==> config.mk <==
export PLATFORM = sky130hd
export DESIGN_NAME = pokey_aud_channel
export DESIGN_NICKNAME = d
export VERILOG_FILES = /design/src/rtl/pokey_aud_channel.sv
export SDC_FILE = /design/constraint.sdc
export NUM_CORES = 1
export LEC_CHECK = 0
export CAP_MARGIN = 15
export CORE_ASPECT_RATIO = 1.2
export CORE_MARGIN = 5
export CORE_UTILIZATION = 38
export CTS_CLUSTER_DIAMETER = 50
export DETAILED_ROUTE_END_ITERATION = 16
export PLACE_DENSITY = 0.73
export SLEW_MARGIN = 0
export SYNTH_ARGS = -nofsm -noshare
export SYNTH_HDL_FRONTEND = slang
export SYNTH_SLANG_ARGS = --single-unit
==> constraint.sdc <==
create_clock -name clk -period 1.55 [get_ports clk]
set_input_delay 0.2325 -clock clk [delete_from_list [all_inputs] [get_ports clk]]
set_output_delay 0.2325 -clock clk [all_outputs]
set_load 0.05 [all_outputs]
run_1/floorplan.png
The bar under the picture is 20 um long. Pins as bars on the die edge.
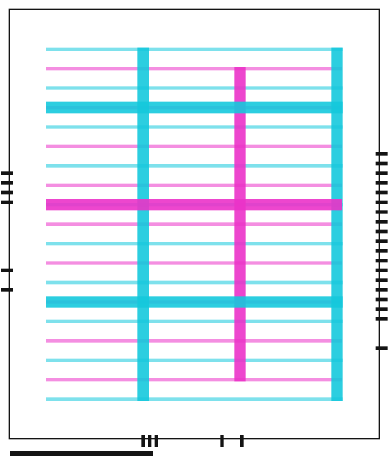
Key: magenta = VDD; cyan = VSS
30 signal pins sit on the boundary. 19 met1 rails follow the rows. 3 straps on met4.
height of the chip: 59.9 um
standard cell core area: 0.00203 mm2
horizontal extent of the die: 51.6 um

run_1/class_map.png
The bar under the picture is 20 um long.
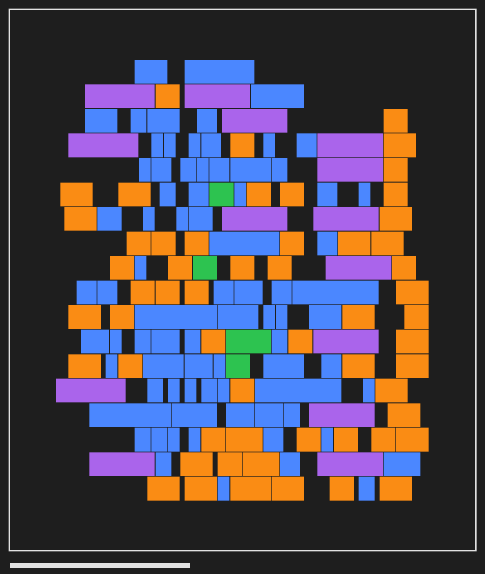
Key: green = clock drivers and dummy loads [cells 4]; purple = registers [cells 14]; blue = remaining logic cells [cells 78]; orange = remaining buffers and delay cells [cells 56]
post-layout util: 70.6%
sequential cell area share: 19.8%

run_1/clock_wires.png
The bar under the picture is 20 um long.
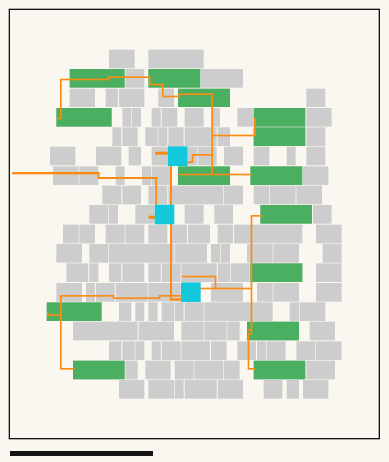
Key: cyan = clock-net drivers [count 3]; orange = clock wires [length 197 um]; green = flip-flops [count 14]
There are 4 routed clock nets.
worst clock skew: 2.80 ps
proportion of power drawn by the clock network: 24.1%
power in the clock group: 272 uW
clock network latency to the later pin of the worst-skew pair: 290 ps

run_1/layers.png
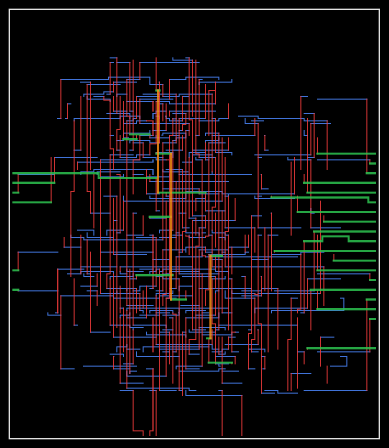
Key: green = M3 [wire length 201 um]; blue = M1 [wire length 1070 um]; red = M2 [wire length 1470 um]; orange = M4 [wire length 46.2 um]
total wire length: 2790 um
Global Route Usage Sum: 18.5%
vias post-DR: 973

==> summary.txt, run 1 <==
Purpose: to document the outcome of synthesis and place and route.

Synth
The post-synthesis share of cell area spent on full adders, half adders and majority gates is 3.17%. For reference, the top cells by area after synthesis are dfxtp_1 36%, nand2_1 6.7%, a31oi_1 3.2%, and2_1 3.2%, ha_1 3.2%. The fraction of registers with async set or reset after synthesis is 0%.

The register area share after synthesis is 35.6%. The synthesis stat section lists a flop and latch total of 14. The cell area that synthesis handed to floorplanning was 788 um2. After Yosys synthesis, AND-OR and OR-AND compound gates account for 26.5% of the synthesized area.

Counting the warning lines in the Yosys log gives 0.

Setup path
The critical-path cell with the highest stage delay is dfxtp_2. The instance count on the critical path is 7. The type of origin of the critical path is a flop.

The endpoint class of the critical path is a flop.

Pwr
The flow reports that sequential cells draw 37.1% of the design power. The internal portion of the total power is 761 uW. For the combinational group, total power comes out at 437 uW.

Clocking
The total clock buffers created by CTS is 3. Looking at the clock tree report, the H-tree level count equals 1. The deepest clock path buffer count is 2.

STA
The count of endpoints failing setup in the final report is 4. The final worst slack is -40.5 ps. The maximum achievable frequency is 629 MHz.

Status
The run finished, with violations left. The final reports fail on setup timing.

Finish
The finished design was reported to have a net count of 179. The fraction of final cell area spent on non-clock buffers in this run is 34.1%. The final report lists a non-filler cell total of 172.

Across the whole layout, multi-input logic makes up 40.7% of the cell area.

Drt
The number of DRC markers in iteration 0 is 35. The routed wire length on met3 is 201 um.

Floorplanning
The number of well-tap cells placed is 20. In this run the full chip footprint comes out at 0.00309 mm2. The floorplan utilization is 38.9%.

Job
The run reported a max-capacitance violation count of 0.

Placement
During placement, the flow inserted port buffers numbering 29. At the end of routability-driven placement, the weighted congestion stood at 0.788. The half-perimeter wire length after detailed placement is 1950 um.

Worst hold path
Along the worst hold path, the cell count comes to 2.

GRT
The met3 track utilization from global routing is 3.74%.
==> run 1 -> run 2 <==
- PLACE_DENSITY: 0.73 -> 0.72
run_2/layers.png
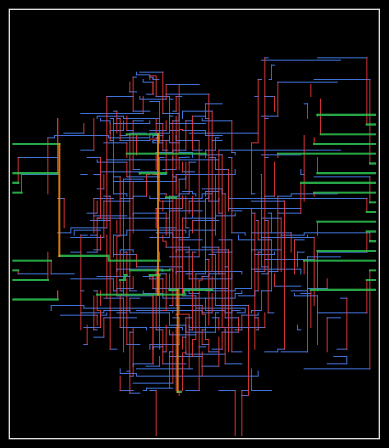
Key: red = M2 [wire length 1250 um]; orange = M4 [wire length 52.4 um]; green = M3 [wire length 200 um]; blue = M1 [wire length 1030 um]
Global Route Usage Sum: 16.6%
final routed wire length divided by cell count: 15.0 um
vias post-DR: 955
total wire length: 2530 um

run_2/floorplan.png
The bar under the picture is 20 um long. Pins as bars on the die edge.
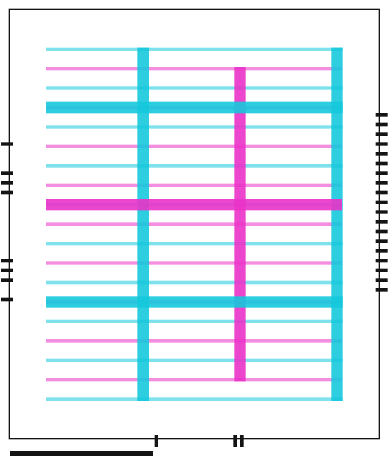
Key: magenta = VDD; cyan = VSS
3 straps on met5. 3 straps on met4. The core has 18 rows. 30 signal pins sit on the boundary. 19 met1 rails follow the rows.
maximum VDD drop: 512 uV

==> run 2 against run 1 <==
Effect of this change:
- the flow still finishes with violations (setup timing)
- fmax is 0.16% higher
- via count is 1.8% lower
- utilization fell by 3.4 points
- flip-flop count unchanged
==> summary.txt, run 2 <==
Purpose: to document the outcome of synthesis and place and route.

Floorplanning
The floorplan utilization is 38.9% (unchanged). The die span in x is 51.6 um (unchanged). The die height is 59.9 um (unchanged). The chip area is 0.00309 mm2 (unchanged). The number of well-tap cells placed is 20 (unchanged). The core box area was 0.00203 mm2 (unchanged).

Placement
The count of buffers inserted at the top-level ports is 29 (unchanged). The half-perimeter wire length after detailed placement is 1800 um (was 1950 um). The number of cells in the design after placement was 159 (unchanged). The placed instance area is 0.00122 mm2 (unchanged). The final weighted congestion in routability-driven placement is 0.778 (was 0.788).

STA
The worst slew slack as a fraction of its limit came to 73.4% (was 66.0%). The worst clock skew is 6.67 ps (was 2.80 ps). The final worst slack is -37.9 ps (was -40.5 ps). Unrepaired setup endpoints after global routing: yes (unchanged). The count of endpoints failing setup in the final report is 6 (was 4). The maximum achievable frequency was 630 MHz (was 629 MHz).

The number of hold violations in the final report was 0 (unchanged).

Synth
The yosys synthesis warning count came to 0 (unchanged). The number of different library cells in the post-synthesis netlist is 32 (unchanged). The fraction of the mapped netlist area in simple logic gates is 26.2% (unchanged). The aoi/oai-family share of the synthesized area is 26.5% (unchanged). The cell type with the largest total area is dfxtp_1 (unchanged).

The register area share after synthesis is 35.6% (unchanged). The number of synthesized register bits is 14 (unchanged). The post-synthesis share of cell area spent on full adders, half adders and majority gates is 3.17% (unchanged). The cell area after synthesis came to 788 um2 (unchanged). The chip area line of the yosys report is 788 um2 (unchanged). The fraction of registers with async set or reset after synthesis is 0% (unchanged). The synthesized netlist cell count is 94 (unchanged). Main area contributors after synthesis: dfxtp_1 36%, nand2_1 6.7%, a31oi_1 3.2%, and2_1 3.2%, ha_1 3.2% (unchanged). The multiplexer share of the synthesized area is 3.97% (unchanged).

Setup path
The instance count on the critical path was 8 (was 7). The endpoint class of the critical path was a flop (unchanged). Crit path cell chain: inv_2 -> ha_4 -> and4b_2 -> a31oi_4 -> buf_6 -> buf_4 -> a31oi_1 -> o22ai_1 (was inv_2 -> ha_4 -> and4b_4 -> buf_6 -> a31oi_4 -> mux2i_1 -> o22ai_1). The required time reported for the critical path endpoint is 1710 ps (was 1730 ps). The category of the critical setup timing path is flop to flop (unchanged). The critical-path cell with the highest stage delay is dfxtp_2 (unchanged). The type of origin of the critical path is a flop (unchanged). The reg-to-reg setup timing slack is -40 ps (about the same). The top cell family by delay on the critical path is AND-OR/OR-AND gates (was flip-flops). The number of buffer and inverter stages on the critical path is 3 (was 2).

Pwr
The part of the power in registers is 38.0% (was 37.1%). The clock network fraction of design power is 24.6% (was 24.1%). The net switching fraction of the power is 31.5% (was 32.5%).

The power consumed by the clock network came to 268 uW (was 272 uW). The sequential-cell power consumption is 413 uW (was 419 uW). The combinational cell fraction of total power was 37.4% (was 38.7%). The design internal power was 746 uW (was 761 uW). The combinational cell power is 407 uW (was 437 uW). The overall power after layout was 1090 uW (was 1130 uW).

Job
The number of maximum-capacitance violations is 0 (unchanged). The number of warnings in the stage logs was 30 (unchanged).

Drt
The number of DRC markers in iteration 0 is 21 (was 35). The met2 layer wire length in the routed design is 1250 um (was 1470 um). The average vias per placed instance is 5.65 (was 5.66). The routed wire length on met3 is 200 um (was 201 um).

Finish
The most frequently placed logic cell in the final layout is buf_4 (unchanged). The sequential cell area share is 20.8% (was 19.8%). The logic share of the area is 39.1% (was 40.7%).

The post-layout utilization of the core is 67.2% (was 70.6%). The tally of non-filler cells in the final layout is 169 (was 172). The non-clock buffer contribution to total cell area came to 34.5% (was 34.1%). The number of flip-flops and latches is 14 (unchanged). The post-layout net count is 176 (was 179). The multi-input combinational cell area came to 533 um2 (was 583 um2).

Clocking
The clock insertion delay at the later pin of the skew report was 280 ps (was 290 ps). The maximum level of the CTS H-tree is 1 (unchanged). The total clock buffers created by CTS came to 3 (unchanged). The deepest clock path buffer count is 2 (unchanged).

GRT
The met3 track utilization from global routing came to 3.24% (was 3.74%). The pin count of the biggest net entering global routing came to 11 (was 10). The met1 track demand over resource in global routing is 18.2% (was 18.7%). The via count of the first global-routing pass is 885 (was 1018). The peak-usage layer in the global routing report is met2 (unchanged).

Worst hold path
The hold-critical path depth came to 2 (unchanged).

Status
Status: finished with violations (unchanged). Violations in the final reports: setup timing (unchanged).
Power and IR drop assume default switching activity.
